Figure 1. The metal 1 layer (run 1).
Supply wires on this layer in grey.
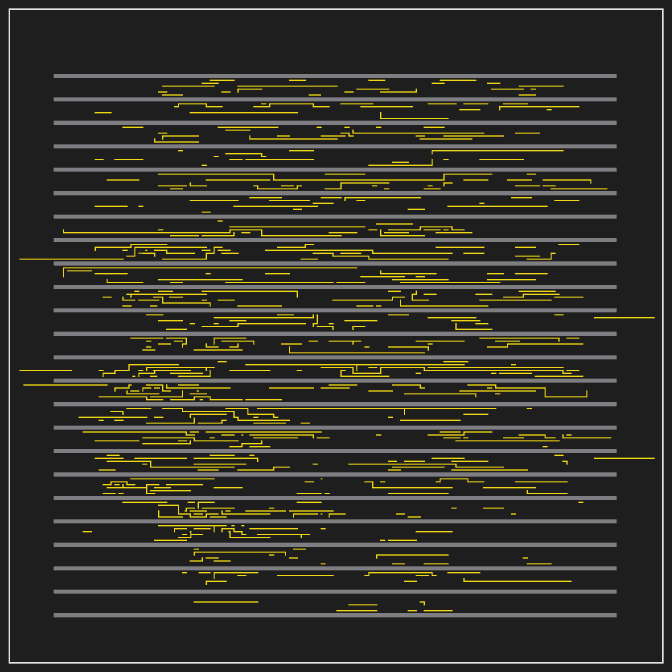
Figure 2. Nets reached from selected ports (run 1).
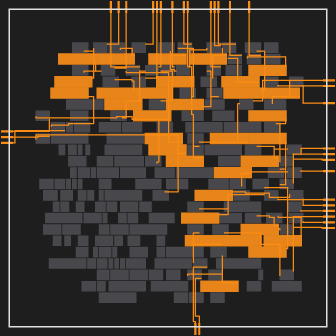
Figure 3. Placement density heat map (run 1).
8 x 8 tiles, from white (low) to dark blue (high), 0 to 100% covered.
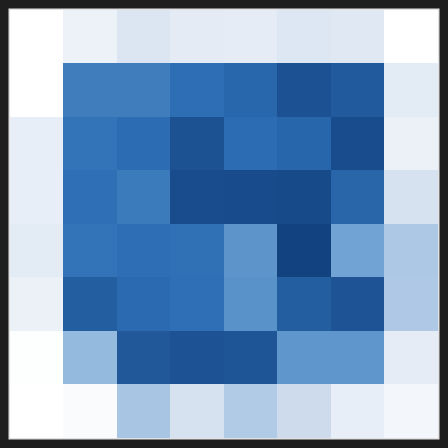
===== src/rtl/tdm_demux_4ch.sv =====
// ============================================================================
// tdm_demux_4ch
// ----------------------------------------------------------------------------
// Time-division demultiplexer. It recovers four W-bit channel words from a
// single serial TDM stream that carries a frame sync. A frame is four slots of
// W bits, slot 0 first, with each slot sent MSB first. Only cycles with
// i_din_valid high count as beats; all other cycles leave the state untouched.
//
// Ports
//   i_clk         rising-edge clock
//   i_rst         asynchronous, active-high reset
//   i_din         serial data bit, MSB of each slot first
//   i_din_valid   qualifies i_din and i_fsync; nothing is sampled when low
//   i_fsync       frame sync, high together with bit 0 of slot 0
//   o_y           channel words, slot k in o_y[k*W +: W]
//   o_ch_valid    one-cycle pulse per channel when its o_y slice is written
//   o_frame_done  one-cycle pulse together with o_ch_valid[3]
//   o_sync_err    one-cycle pulse on a framing violation
//   o_locked      high while the receiver is aligned to the frame (RECV)
// ============================================================================
module tdm_demux_4ch #(
    parameter int W = 8
) (
    input  logic           i_clk,
    input  logic           i_rst,
    input  logic           i_din,
    input  logic           i_din_valid,
    input  logic           i_fsync,
    output logic [4*W-1:0] o_y,
    output logic [3:0]     o_ch_valid,
    output logic           o_frame_done,
    output logic           o_sync_err,
    output logic           o_locked
);

    localparam int BW = $clog2(W);
    localparam logic [BW-1:0] LAST_BIT = BW'(W - 1);

    typedef enum logic {
        HUNT,
        RECV
    } state_t;

    state_t         r_state;
    logic [BW-1:0]  r_bcnt;
    logic [1:0]     r_scnt;
    logic [W-1:0]   r_sr;
    logic [4*W-1:0] r_y;
    logic [3:0]     r_chValid;
    logic           r_frameDone;
    logic           r_syncErr;

    state_t         w_stateNext;
    logic [BW-1:0]  w_bcntNext;
    logic [1:0]     w_scntNext;
    logic [W-1:0]   w_srNext;
    logic [4*W-1:0] w_yNext;
    logic [3:0]     w_chValidNext;
    logic           w_frameDoneNext;
    logic           w_syncErrNext;
    logic [W-1:0]   w_word;
    logic           w_frameStart;

    // State and data registers. Every output comes straight from a register,
    // so a completed slot is visible on the same edge that samples its last
    // bit. The pulse registers are rewritten every cycle, which keeps each
    // pulse exactly one cycle long even when the next cycle is a stall.
    always_ff @(posedge i_clk or posedge i_rst) begin
        if (i_rst) begin
            r_state     <= HUNT;
            r_bcnt      <= '0;
            r_scnt      <= '0;
            r_sr        <= '0;
            r_y         <= '0;
            r_chValid   <= '0;
            r_frameDone <= 1'b0;
            r_syncErr   <= 1'b0;
        end else begin
            r_state     <= w_stateNext;
            r_bcnt      <= w_bcntNext;
            r_scnt      <= w_scntNext;
            r_sr        <= w_srNext;
            r_y         <= w_yNext;
            r_chValid   <= w_chValidNext;
            r_frameDone <= w_frameDoneNext;
            r_syncErr   <= w_syncErrNext;
        end
    end

    // Next-state and next-output logic. An fsync that arrives anywhere other
    // than the expected frame start restarts the frame at this beat. The
    // interrupted slot is dropped: it never reached its last bit, so it never
    // wrote o_y. A missing fsync at the frame start drops the lock and sends
    // the receiver back to HUNT.
    always_comb begin
        w_stateNext     = r_state;
        w_bcntNext      = r_bcnt;
        w_scntNext      = r_scnt;
        w_srNext        = r_sr;
        w_yNext         = r_y;
        w_chValidNext   = '0;
        w_frameDoneNext = 1'b0;
        w_syncErrNext   = 1'b0;
        w_word          = {r_sr[W-2:0], i_din};
        w_frameStart    = (r_bcnt == '0) && (r_scnt == 2'd0);

        if (i_din_valid) begin
            case (r_state)
                HUNT: begin
                    if (i_fsync) begin
                        w_srNext    = w_word;
                        w_bcntNext  = BW'(1);
                        w_scntNext  = 2'd0;
                        w_stateNext = RECV;
                    end
                end
                RECV: begin
                    if (i_fsync) begin
                        w_syncErrNext = !w_frameStart;
                        w_srNext      = w_word;
                        w_bcntNext    = BW'(1);
                        w_scntNext    = 2'd0;
                    end else if (w_frameStart) begin
                        w_syncErrNext = 1'b1;
                        w_bcntNext    = '0;
                        w_scntNext    = 2'd0;
                        w_stateNext   = HUNT;
                    end else begin
                        w_srNext = w_word;
                        if (r_bcnt == LAST_BIT) begin
                            for (int k = 0; k < 4; k++) begin
                                if (r_scnt == 2'(k)) begin
                                    w_yNext[k*W +: W] = w_word;
                                end
                            end
                            w_chValidNext[r_scnt] = 1'b1;
                            w_frameDoneNext       = (r_scnt == 2'd3);
                            w_bcntNext            = '0;
                            w_scntNext            = r_scnt + 2'd1;
                        end else begin
                            w_bcntNext = r_bcnt + BW'(1);
                        end
                    end
                end
                default: begin
                    w_stateNext = HUNT;
                end
            endcase
        end
    end

    assign o_y          = r_y;
    assign o_ch_valid   = r_chValid;
    assign o_frame_done = r_frameDone;
    assign o_sync_err   = r_syncErr;
    assign o_locked     = (r_state == RECV);

endmodule

===== config.mk =====
export PLATFORM = sky130hd
export DESIGN_NAME = tdm_demux_4ch
export DESIGN_NICKNAME = d
export VERILOG_FILES = /design/src/rtl/tdm_demux_4ch.sv
export SDC_FILE = /design/constraint.sdc
export NUM_CORES = 1
export LEC_CHECK = 0
export ABC_CLOCK_PERIOD_IN_PS = 2200
export CAP_MARGIN = 20
export CORE_MARGIN = 5
export CORE_UTILIZATION = 51
export CTS_CLUSTER_SIZE = 40
export DETAILED_ROUTE_END_ITERATION = 7
export PLACE_DENSITY = 0.79
export SKIP_CTS_REPAIR_TIMING = 1
export SLEW_MARGIN = 0
export SYNTH_ARGS = -nofsm -noshare
export SYNTH_HDL_FRONTEND = slang
export SYNTH_SLANG_ARGS = --single-unit

===== constraint.sdc =====
create_clock -name i_clk -period 2.2 [get_ports i_clk]
set_input_delay 0.44 -clock i_clk [delete_from_list [all_inputs] [get_ports i_clk]]
set_output_delay 0.44 -clock i_clk [all_outputs]
set_load 0.005 [all_outputs]

==> reports/metrics.cfg, run 1 <==
[synthesis]
synth.area.mux_share=0.213
synth_cells=150
numSynthFlops=50
ys_cells=150
top_area_frac=0.569
syn_nets=165
top_cell=dfrtp_1
area_leaders=dfrtp_1, mux2_2, ha_1
enable_flop_cells=0
async_flop_share=1.00
topCombFamilyByArea=multiplexers
top_area_cell=dfrtp_1
synth_warnings=0
ys_sh_aoi=0.0450
ys_seq_share=0.569
flop_cell=dfrtp_1
syn_avg_cell_area_um2=14.7
ys_sh_adder=0.0569
syn-cell-area_um2=2200

[die]
die_height_um=75.7
rows=23

[sta]
finalSetupTns_ps=0
setup_violations=0
rsz0062_at_grt=false
finClkSkew_ps=9.27
slew_viol_final=0
period_used_share=0.944
fmax_mhz=482
holdWs_ps=494
hold_viol=0

[drt]
drc=0
first_pass_iters=4
drtAntennaViolNets=0
drt_iter0_drc=69
wire_per_inst_um=17.4

[outcome]
status=finished, final reports clean

[power_and_ir_drop]
power_frac_clock=0.229
power_leader=sequential cells
finalPower_mw=2.74
vdd_drop_max_mv=0.598
power.share.sequential=0.472
sequentialPower_mw=1.29
p_sw_frac=0.302
static-leakage-power_nw=1.38

[grt]
grt-ovfl-total=0
grt_pass1_vias=1482
antenna_found_initial=0
grt_util_all_layers=0.173

[final_layout]
drive_gt1_frac=0.299
syn_to_final_growth_pct=28.6

[clock_tree]
clock-root-buffer=clkbuf_8
path_clk_slew_ps=80
cts_sinks=50
cts_tree=done
insertion_delay_ps=300
clk_path_buf_depth=2
cts_max_level=2

[placement]
gp_congestion=0.782
dpl.hpwl_mm=3.15

[worst_setup_path]
critPathCaptureType=register
cp.required_ps=2390

[hold_path]
hold_class=in2async

About Figure 1:
The layer carries 1880 µm of wire. The layer holds 43% of the routed length. The longest straight run is 34.0 µm.
via count: 1376
met1 Use GR: 0.227
total wire length: 4.37 mm

About Figure 2:
`o_y`: marked orange, bits 32, direction output, end cells 32, wire 936 µm.
io pins: 44
PortBufs: 43

About Figure 3:
The fullest tile reaches 93%. The mean over all tiles is 48%. 7.8% of the tiles are nearly empty. The densest ninth of the die: centre. 34% of the tiles are over 75% full.
post-layout util: 0.692
floorplan core area: 4090 µm²
floorplan utilization: 0.538

## run 1: final timing paths
| path | startpoint | endpoint | slack (ps) | cells past startpoint |
|---|---|---|---|---|
| min | i_rst | o_sync_err | 490 | 3 |
| max reg2reg | r_scnt[0] | o_y[14] | 120 | 6 |
| min reg2reg | o_y[30] | o_y[30] | 510 | 1 |
| max | r_scnt[0] | o_y[14] | 120 | 6 |
| max in group asynchronous | i_rst | o_y[9] | 1490 | 3 |
| min in group i_clk | o_y[30] | o_y[30] | 510 | 1 |
## run 1: metal layers
layer,up-vias,GRT usage,wire length [µm]
li1,631,-,-
met5,-,0,0
met4,0,0.0641,65
met1,704,0.227,1880
met3,7,0.0356,196
met2,34,0.283,2230
## run 1: cell type report
type                       count  area [µm²]
fill                         297        1260
timing repair buffer          50         508
tap                           50        62.6
clock buffer                   5        68.8
sequential                    50        1250
clock inverter                 2        38.8
multi-input combinational     85         865
inverter                       9        33.8
## run 1: critical path: stages (launching register included)
cell and delay, ps:
dfrtp_1 410, inv_1 110, ha_1 280, nand3b_2 120
ha_1 370, nand4_2 320, mux2_2 360
## run 1: cell usage in the layout, fill, tap and decap left out, drive strengths merged, types with 3 or more instances in the layout
| master | n |
|---|---|
| and3 | 5 |
| buf | 7 |
| clkbuf | 5 |
| clkdlybuf4s50 | 43 |
| dfrtp | 50 |
| ha | 10 |
| inv | 9 |
| mux2 | 39 |
| nand3 | 5 |
| nor2 | 3 |
## run 1: registers in the layout, summed over array words and instances (netlist names)
signal      count
r_scnt          2
o_ch_valid      4
r_bcnt          3
o_sync_err      1
r_sr            7
o_locked        1
o_y            32
## run 1: stage by stage
step / instances / instance area, µm²
after CTS: 251 / 2830
after global placement: 244 / 2720
after detailed placement: 244 / 2720
final: 251 / 2830
after floorplan: 150 / 2200
after global routing: 251 / 2830
==> run 1 -> run 2 <==
--- a/config.mk
+++ b/config.mk
@@ -5,6 +5,7 @@
 export SDC_FILE = /design/constraint.sdc
 export NUM_CORES = 1
 export LEC_CHECK = 0
+export ABC_AREA = 0
 export ABC_CLOCK_PERIOD_IN_PS = 2200
 export CAP_MARGIN = 20
 export CORE_MARGIN = 5
==> reports/metrics.cfg, run 2 <==
[outcome]
status=finished, final reports clean

[grt]
grt-ovfl-total=0  ; unchanged
antenna_found_initial=0  ; unchanged
grt_pass1_vias=1482  ; unchanged
use_met1=0.227  ; unchanged

[synthesis]
area_leaders=dfrtp_1, mux2_2, ha_1
syn_avg_cell_area_um2=14.7  ; unchanged
ys_seq_share=0.569  ; unchanged
syn-cell-area_um2=2200  ; unchanged
enable_flop_cells=0  ; unchanged
ys_sh_aoi=0.0450  ; unchanged
top_area_frac=0.569  ; unchanged
ys_sh_adder=0.0569  ; unchanged
numSynthFlops=50  ; unchanged
syn_nets=165  ; unchanged
ys_cells=150  ; unchanged
synth_cells=150  ; unchanged
topCombFamilyByArea=multiplexers
top_cell=dfrtp_1
top_area_cell=dfrtp_1
async_flop_share=1.00  ; unchanged
flop_cell=dfrtp_1
synth.area.mux_share=0.213  ; unchanged
synth_warnings=0  ; unchanged

[die]
rows=23  ; unchanged
fp_util=0.538  ; unchanged
core_area_um2=4090  ; unchanged
ios=44  ; unchanged
die_height_um=75.7  ; unchanged

[sta]
hold_viol=0  ; unchanged
finClkSkew_ps=9.27  ; unchanged
post-route-min-period_ps=2080
rsz0062_at_grt=false
period_used_share=0.944  ; unchanged
fmax_mhz=482  ; unchanged
setup_violations=0  ; unchanged
finalSetupTns_ps=0  ; unchanged
slew_viol_final=0  ; unchanged

[power_and_ir_drop]
p_sw_frac=0.302  ; unchanged
static-leakage-power_nw=1.38  ; unchanged
finalPower_mw=2.74  ; unchanged
vdd_drop_max_mv=0.598  ; unchanged
power_frac_clock=0.229  ; about the same
power.share.sequential=0.472  ; about the same

[drt]
routed_wl_mm=4.37  ; unchanged
drc=0  ; unchanged
drtAntennaViolNets=0  ; unchanged
drt_iter0_drc=69  ; unchanged
dr_total_vias=1376  ; unchanged
vias_per_cell=5.48

[clock_tree]
cts_tree=done
clock-root-buffer=clkbuf_8
insertion_delay_ps=300  ; about the same
path_clk_slew_ps=80  ; about the same
cts_max_level=2  ; unchanged
clk_path_buf_depth=2  ; unchanged

[final_layout]
largest_register_ffs=32  ; unchanged
final_cell_area_um2=2830  ; unchanged
drive_gt1_frac=0.299  ; unchanged
lay_top_count=dfrtp_1
n_fill_cell=297  ; unchanged
syn_to_final_growth_pct=28.6  ; unchanged
num_antenna_cells=0
comb_area_um2=865  ; unchanged
ff_latch_area_um2=1250  ; unchanged
final_util=0.692  ; unchanged

[worst_setup_path]
crit_family=adder cells
crit_buf_inv=1  ; unchanged
crit_chain=inv_1, ha_1, nand3b_2, ha_1, nand4_2, mux2_2
cp_slowest_cell=dfrtp_1
critPathCaptureType=register
max_stage_delay_ps=410  ; about the same
crit_top_cell=ha_1
cp.required_ps=2390  ; about the same
arrival_ps=2260

[placement]
port_buffers=43  ; unchanged
dpl.hpwl_mm=3.15  ; unchanged
gp_congestion=0.782  ; unchanged
dpl_cell_area_um2=2720  ; unchanged
dpl.cell_count=244  ; unchanged

[hold_path]
hold_class=in2async

## run 2: cell counts in the layout (fill, tap and decap cells not counted)
No cell type changed its count.
## run 2: power by group through the flow
stage	combinational (mW)	clock, mW	sequential, mW
floorplan	0.536	0	1.24
global placement	0.787	0	1.30
detailed placement	0.825	0	1.31
CTS	0.828	0.639	1.30
global route	0.897	0.676	1.33
finish	0.818	0.628	1.29
## run 2: worst register-to-register path, cell delays in order (launching register included)
cell and delay, ps:
dfrtp_1 410, inv_1 110, ha_1 280, nand3b_2 120
ha_1 370, nand4_2 320, mux2_2 360
## run 2: path summary, 6_finish.rpt
path                           start          to  slack [ps]  cells after the start
setup / recovery           r_scnt[0]     o_y[14]         120                      6
hold / removal                 i_rst  o_sync_err         490                      3
setup reg to reg           r_scnt[0]     o_y[14]         120                      6
hold reg to reg              o_y[30]     o_y[30]         510                      1
max in group asynchronous      i_rst      o_y[9]        1490                      3
min in group i_clk           o_y[30]     o_y[30]         510                      1
## run 2: per-layer routing
layer / routed length [µm] / share of wire
met5: 0 / 0
met4: 65 / 0.015
met2: 2230 / 0.51
met1: 1880 / 0.43
met3: 196 / 0.045
## run 2: area by class of cell
type | count | area share
Tap cell | 50 | 0.0221
Sequential cell | 50 | 0.442
Clock inverter | 2 | 0.0137
Multi-Input combinational cell | 85 | 0.306
Inverter | 9 | 0.0119
Clock buffer | 5 | 0.0243
Timing Repair Buffer | 50 | 0.180
## run 2: metrics by stage
step | worst slack (ps) | hold WS, ps
final | 124 | 494
after global routing | 25.8 | 522
after CTS | 123 | 505
after detailed placement | 36.2 | 492
after global placement | 126 | 487
after floorplan | 337 | 496
## run 2: cell families after synthesis
kind of cell,count (synthesis)
AOI/OAI and AO/OA,14
adders and majority gates,10
buffers and inverters,15
DFF,50
muxes,39
and+or+nand+nor,22
Figure 4. Placement density heat map (run 2).
8 x 8 tiles, from white (low) to dark blue (high), 0 to 100% covered.
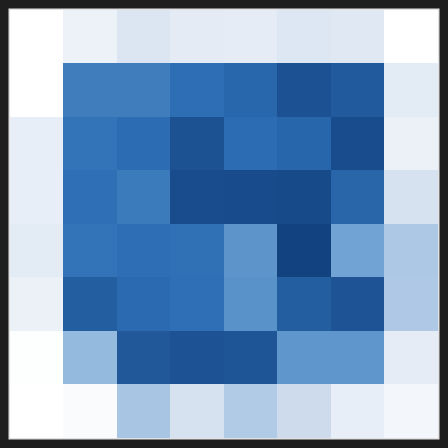
The mean over all tiles is 48%. 34% of the tiles are over 75% full. The fullest tile reaches 93%.

Figure 5. Track usage over the die (run 2).
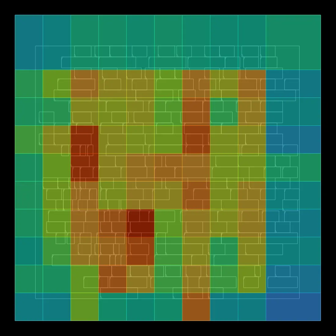
M2 GR Usage: 0.283
Global Route met3 Usage: 0.0356
drt wl/cell: 17.4 µm
Total GRT Usage: 0.173
gr busiest metal: met2

==> run 2 -> run 3 <==
--- a/config.mk
+++ b/config.mk
@@ -5,7 +5,7 @@
 export SDC_FILE = /design/constraint.sdc
 export NUM_CORES = 1
 export LEC_CHECK = 0
-export ABC_AREA = 0
+export ABC_AREA = 1
 export ABC_CLOCK_PERIOD_IN_PS = 2200
 export CAP_MARGIN = 20
 export CORE_MARGIN = 5
@@ -14,7 +14,6 @@
 export DETAILED_ROUTE_END_ITERATION = 7
 export PLACE_DENSITY = 0.79
 export SKIP_CTS_REPAIR_TIMING = 1
-export SLEW_MARGIN = 0
 export SYNTH_ARGS = -nofsm -noshare
 export SYNTH_HDL_FRONTEND = slang
 export SYNTH_SLANG_ARGS = --single-unit
==> reports/metrics.cfg, run 3 <==
[clock_tree]
clock-root-buffer=clkbuf_8
cts_max_level=2  ; unchanged
path_clk_slew_ps=90  ; about the same
clk_path_buf_depth=2  ; unchanged

[grt]
grt_busiest_layer=met2
grt-ovfl-total=0  ; unchanged
grt_util_all_layers=0.171  ; -0.00119
use_met3=0.0541  ; +0.0185
use_met1=0.242  ; +0.0151
met2_usage=0.253  ; -0.0300
antenna_found_initial=0  ; unchanged

[final_layout]
lay_top_count=nand2_1
largest_register_ffs=32  ; unchanged

[drt]
drc=0  ; unchanged
dr_total_vias=1556  ; +13%
routed_wl_mm=4.41  ; +1.0%
drt_iter0_drc=90  ; +30%
wire_per_inst_um=14.3  ; -18%

[synthesis]
enable_flop_cells=0  ; unchanged
flop_cell=dfrtp_1
syn_avg_cell_area_um2=10.4  ; -29%
numSynthFlops=50  ; unchanged
top_cell=nand2_1
syn-cell-area_um2=2210  ; +0.68%
area_leaders=dfrtp_1, nand2_1, o21ai_2

[placement]
dpl_worst_slack_ps=137  ; +101 ps
port_buffers=43  ; unchanged
dpl_cell_area_um2=2660  ; -2.2%
dpl.hpwl_mm=3.13  ; -0.53%
dpl.cell_count=301  ; +23%

[sta]
period_used_share=0.886  ; -0.0573
rsz0062_at_grt=false
setup_ws_ps=250  ; +126 ps
hold_viol=0  ; unchanged
finalSetupTns_ps=0  ; unchanged
fmax_mhz=513  ; +6.5%

[power_and_ir_drop]
static-leakage-power_nw=1.27  ; -7.6%
finalPower_mw=2.42  ; -12%

[outcome]
status=finished, final reports clean

[worst_setup_path]
critPathCaptureType=register
arrival_ps=2150  ; -110 ps
r2r_setup_slack_ps=250  ; +130 ps

[hold_path]
hold_class=in2async

[die]
fp_util=0.515  ; -0.0225
core_area_um2=4290  ; +5.1%

run 3: per-layer routing:
layer	wire length (µm)	share of wire
met2	2060	0.47
met4	53	0.012
met1	2060	0.47
met3	236	0.054
met5	0	0
run 3: layout make-up:
| type | count | area (µm²) |
|---|---|---|
| Clock inverter | 2 | 38.8 |
| Inverter | 24 | 90.1 |
| Timing Repair Buffer | 44 | 450 |
| Tap cell | 52 | 65.1 |
| Multi-Input combinational cell | 131 | 803 |
| Fill cell | 350 | 1510 |
| Sequential cell | 50 | 1250 |
| Clock buffer | 6 | 82.6 |
run 3: path summary, 6_finish.rpt:
path                                 from   endpoint  cells after the start
worst max-delay path            r_scnt[0]    o_y[20]                      9
worst min-delay path                i_rst  r_bcnt[2]                      2
worst max register to register  r_scnt[0]    o_y[20]                      9
worst min register to register    o_y[24]    o_y[24]                      2
max in group asynchronous           i_rst    o_y[19]                      3
min in group i_clk                o_y[24]    o_y[24]                      2
run 3: critical path: stages (launching register included):
cell and delay [ps]:
dfrtp_1 430, inv_1 80, ha_1 290, nand3_4 160, ha_1 150, inv_1 80
nor2_8 190, nand3_4 230, nand2_1 160, o21ai_2 60
run 3: power breakdown:
part / leakage, nW / total (mW) / switching (mW) / internal (mW)
combinational: 0.533 / 0.619 / 0.401 / 0.218
sequential: 0.680 / 1.10 / 0.0743 / 1.03
clock: 0.0618 / 0.695 / 0.321 / 0.374
run 3: cells by family after synthesis:
| family | Yosys count | synth area share |
|---|---|---|
| buffers and inverters | 31 | 0.0718 |
| and+or+nand+nor | 78 | 0.181 |
| adders and majority gates | 10 | 0.0565 |
| DFF | 50 | 0.565 |
| AOI/OAI and AO/OA | 43 | 0.125 |
Figure 6. Placement density heat map (run 3).
8 x 8 tiles, from white (low) to dark blue (high), 0 to 100% covered.
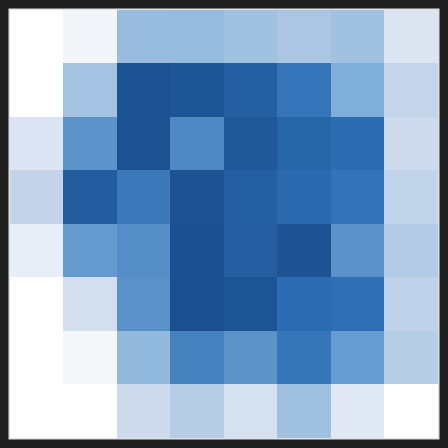
11% of the tiles are nearly empty. 27% of the tiles are over 75% full. The mean over all tiles is 47%. The densest ninth of the die: centre. The emptiest ninth of the die: lower left.

Figure 7. The metal 1 layer (run 3).
Supply wires on this layer in grey.
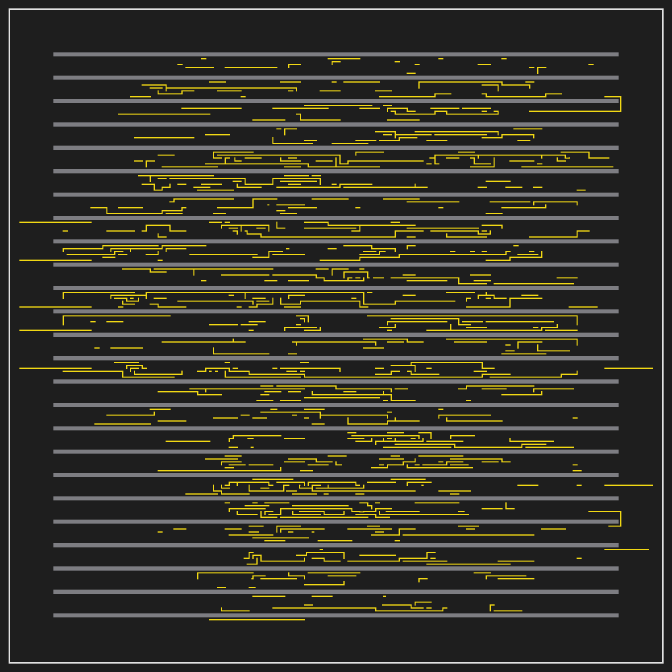
The wires run mostly horizontal. The layer carries 2060 µm of wire. The layer holds 47% of the routed length.


## Gallery

Cell classes on the final placement.
The bar under the picture is 20 µm long. Fill, decap, tap and diode cells in grey.
panel A
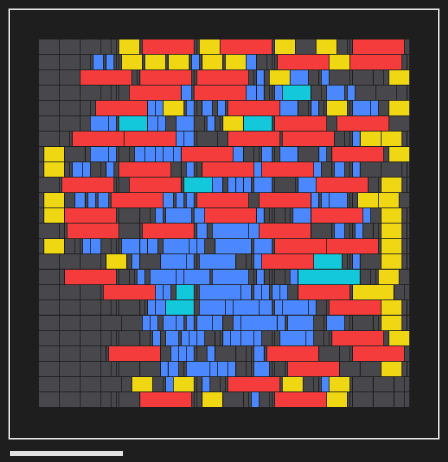
panel B
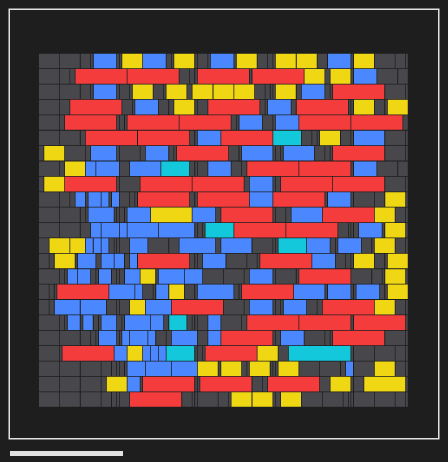
run 1: panel B
run 3: panel A
The one with the most cells is panel A.

Key to panel A:
flip-flops: marked red, cells 50. all other logic: marked blue, cells 155. other buffers and delay cells: marked yellow, cells 44. clock drivers and dummy loads: marked cyan, cells 8.

Power figures rest on the tool's default switching activity, not on a simulated workload.
